==> config.mk <==
export PLATFORM = sky130hd
export DESIGN_NAME = prn_free_list
export DESIGN_NICKNAME = d
export VERILOG_FILES = /design/src/rtl/foxtrot_rename_pkg.sv /design/src/rtl/prn_free_compact.sv /design/src/rtl/prn_free_list.sv
export SDC_FILE = /design/constraint.sdc
export NUM_CORES = 1
export LEC_CHECK = 0
export CAP_MARGIN = 15
export CORE_MARGIN = 4
export CORE_UTILIZATION = 25
export CTS_BUF_LIST = sky130_fd_sc_hd__clkbuf_2 sky130_fd_sc_hd__clkbuf_4 sky130_fd_sc_hd__clkbuf_8
export DETAILED_ROUTE_END_ITERATION = 16
export PLACE_DENSITY = 0.48
export SLEW_MARGIN = 20
export SYNTH_ARGS = -nofsm -noshare
export SYNTH_HDL_FRONTEND = slang
export SYNTH_SLANG_ARGS = --single-unit
==> constraint.sdc <==
create_clock -name clk -period 11.9 [get_ports clk]
set_input_delay 2.38 -clock clk [delete_from_list [all_inputs] [get_ports clk]]
set_output_delay 2.38 -clock clk [all_outputs]
set_load 0.02 [all_outputs]
Figure 1. Metal 2.
Cells faint in the background.
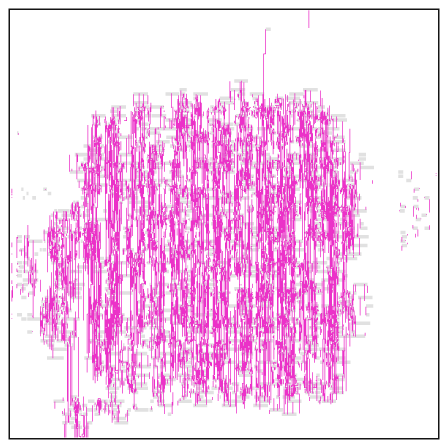
The layer holds 41% of the routed length. The layer carries 33.1 mm of wire. The longest straight run is 86.7 um.
vias: 15900
DRT Wirelength: 80200 um

Figure 2. Clock distribution.
The bar under the picture is 100 um long.
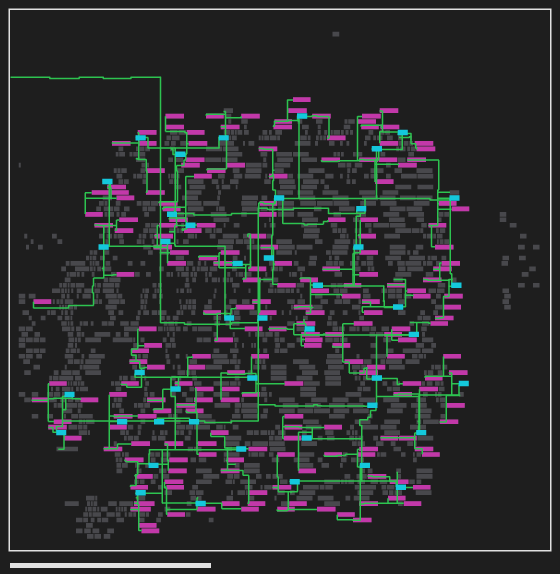
Key: clock wires = green [length 4220 um]; cells driving clock nets = cyan [count 44]; flip-flops = magenta [count 209]
There are 45 routed clock nets.
Skew-Pair Late Insertion Delay: 660 ps
Fin Clk Skew: 60.0 ps
Clock Power Share: 11.5%
Clock group: 883 uW

Figure 3. M3 wires.
The bar under the picture is 100 um long. Cells faint in the background.
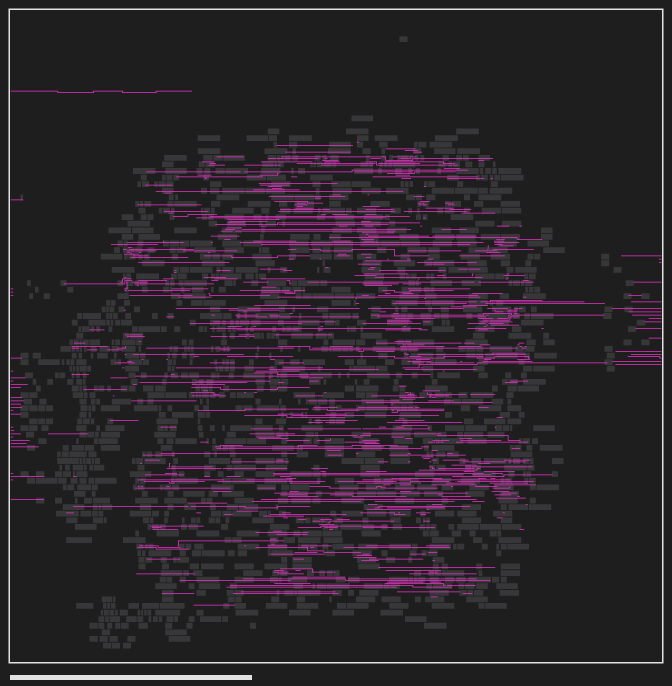
311 nets have wire on it. The wires run mostly horizontal.
GR Layer Usage met3: 7.36%

==> qor.yml <==
io_pins: 57
startpoint_type: "input port"
fmax_mhz: 102
setup_viol_count_final: 0
cp_slowest_cell: "a32oi_2"
p_sw_mw: 3.61
crit_required_ps: 12470
post_synth.cell_area_avg_um2: 11.5
synth_warnings: 0
layout_min_cycle_time_ps: 9840
cts_root_buffer: "clkbuf_8"
cts_buffers: 44
syn2layout_area_growth_pct: 14.9
placed_cell_area_um2: 18500
switching_share_pct: 47.0
cts.repair.resized: 0
top_area_cell: "mux4_2"
fill_cells: 6776
finalHoldViolations: 0
grt_antenna_before_repair: 2
grt_pass1_wl_um: 114000
die_w_um: 269
fin_util_pct: 29.0
drt_iter0_drc: 2167
ff2ff_path_depth: 22
tightestPinTransition_ps: 1200
grt_pass1_vias: 15400
via_per_inst: 6.70
slew_headroom_pct: 18.2
crit_chain: "clkdlybuf4s50_1 -> ha_1 -> nor2b_1 -> o21ai_0 -> and3_1 -> and2_1 -> ha_1 -> inv_1 -> fa_1 -> inv_1 -> ha_1 -> nand2_1 -> or4b_1 -> or3_1 -> a21o_1 -> inv_1 -> ha_1 -> nor3b_2 -> nor2_1 -> a32oi_2 -> buf_4 -> nand2_1 -> o221a_2"
core_area_um2: 67400
grt_usage_pct: 21.8
path_class: "input port to flip-flop"
dieArea_um2: 72400
outcome: "complete, no violations"
synth-main-ff-cell: "dfstp_2"
cp_max_fo: 18
instances_no_fill: 2374
most_common_cell: "mux4_2"
yosys_cells: 1485
dp.cells: 2291
holdPathStages: 2
fa_ha_area_share_pct: 1.79
cp_common_cell: "ha_1"
cts.sinks: 209
pwr-share-seq_pct: 23.7
cpPeakStageDelay_ps: 950
cts.path.max_buffers: 3
top_area_share_pct: 23.8
-- layout make-up --
| cell class | count | area [um2] | area share (%) |
|---|---|---|---|
| antenna | 1 | 2.50 | 0.0128 |
| timing repair buffer | 109 | 975 | 4.98 |
| clock buffer | 76 | 933 | 4.77 |
| multi-input combinational | 1076 | 11000 | 56.4 |
| inverter | 26 | 101 | 0.518 |
| tap | 873 | 1090 | 5.58 |
| clock inverter | 4 | 50.0 | 0.256 |
| sequential | 209 | 5380 | 27.5 |
-- power groups by stage --
stage / combinational (mW) / clock, mW / sequential, mW
after floorplan: 3.23 / 0 / 1.50
after global placement: 4.83 / 0 / 1.76
after detailed placement: 4.86 / 0 / 1.78
after CTS: 4.88 / 0.894 / 1.78
after global routing: 5.17 / 0.923 / 1.85
final: 4.98 / 0.883 / 1.82
-- critical path: cells and delay by family --
family / cells / cell delay [ps]
compound gates: 4 / 1800
fa+ha+maj: 5 / 1550
buf+inv: 5 / 1340
simple gates: 9 / 3290
-- layer usage --
layer / track usage [%] / vias to the layer above / share of wire, %
li1: - / 6203 / -
met1: 30.6 / 8205 / 41
met2: 30.5 / 1236 / 41
met3: 7.36 / 266 / 13
met4: 9.47 / 2 / 5.1
met5: 0 / - / 0.022
-- layout by cell type, fill, tap and decap left out, types with 12 or more instances in the layout --
cell,instances
ha_1,17
dfstp_2,113
mux4_2,180
clkbuf_8,58
buf_4,50
a2bb2oi_1,12
xor2_1,12
or3_1,12
dfrtp_1,94
o221a_2,100
nand2_1,53
o211a_1,42
nor3_1,77
nand3_1,39
nor4_2,15
clkbuf_4,18
a22oi_1,94
a22o_1,14
clkdlybuf4s50_1,49
o21a_1,51
a221oi_1,48
a32oi_1,24
nor4_1,22
a21oi_1,34
nor2_1,64
mux2_2,19
inv_1,25
-- kinds of logic (layout without fill, tap and decap cells) --
logic type / count (synthesis) / after routing
other cells: 1 / 2
compound gates: 482 / 482
mux: 206 / 206
buf+inv: 200 / 215
flops: 209 / 209
simple gates: 342 / 342
fa+ha+maj: 22 / 22
xor+xnor: 23 / 23
Power figures rest on the tool's default switching activity, not on a simulated workload.
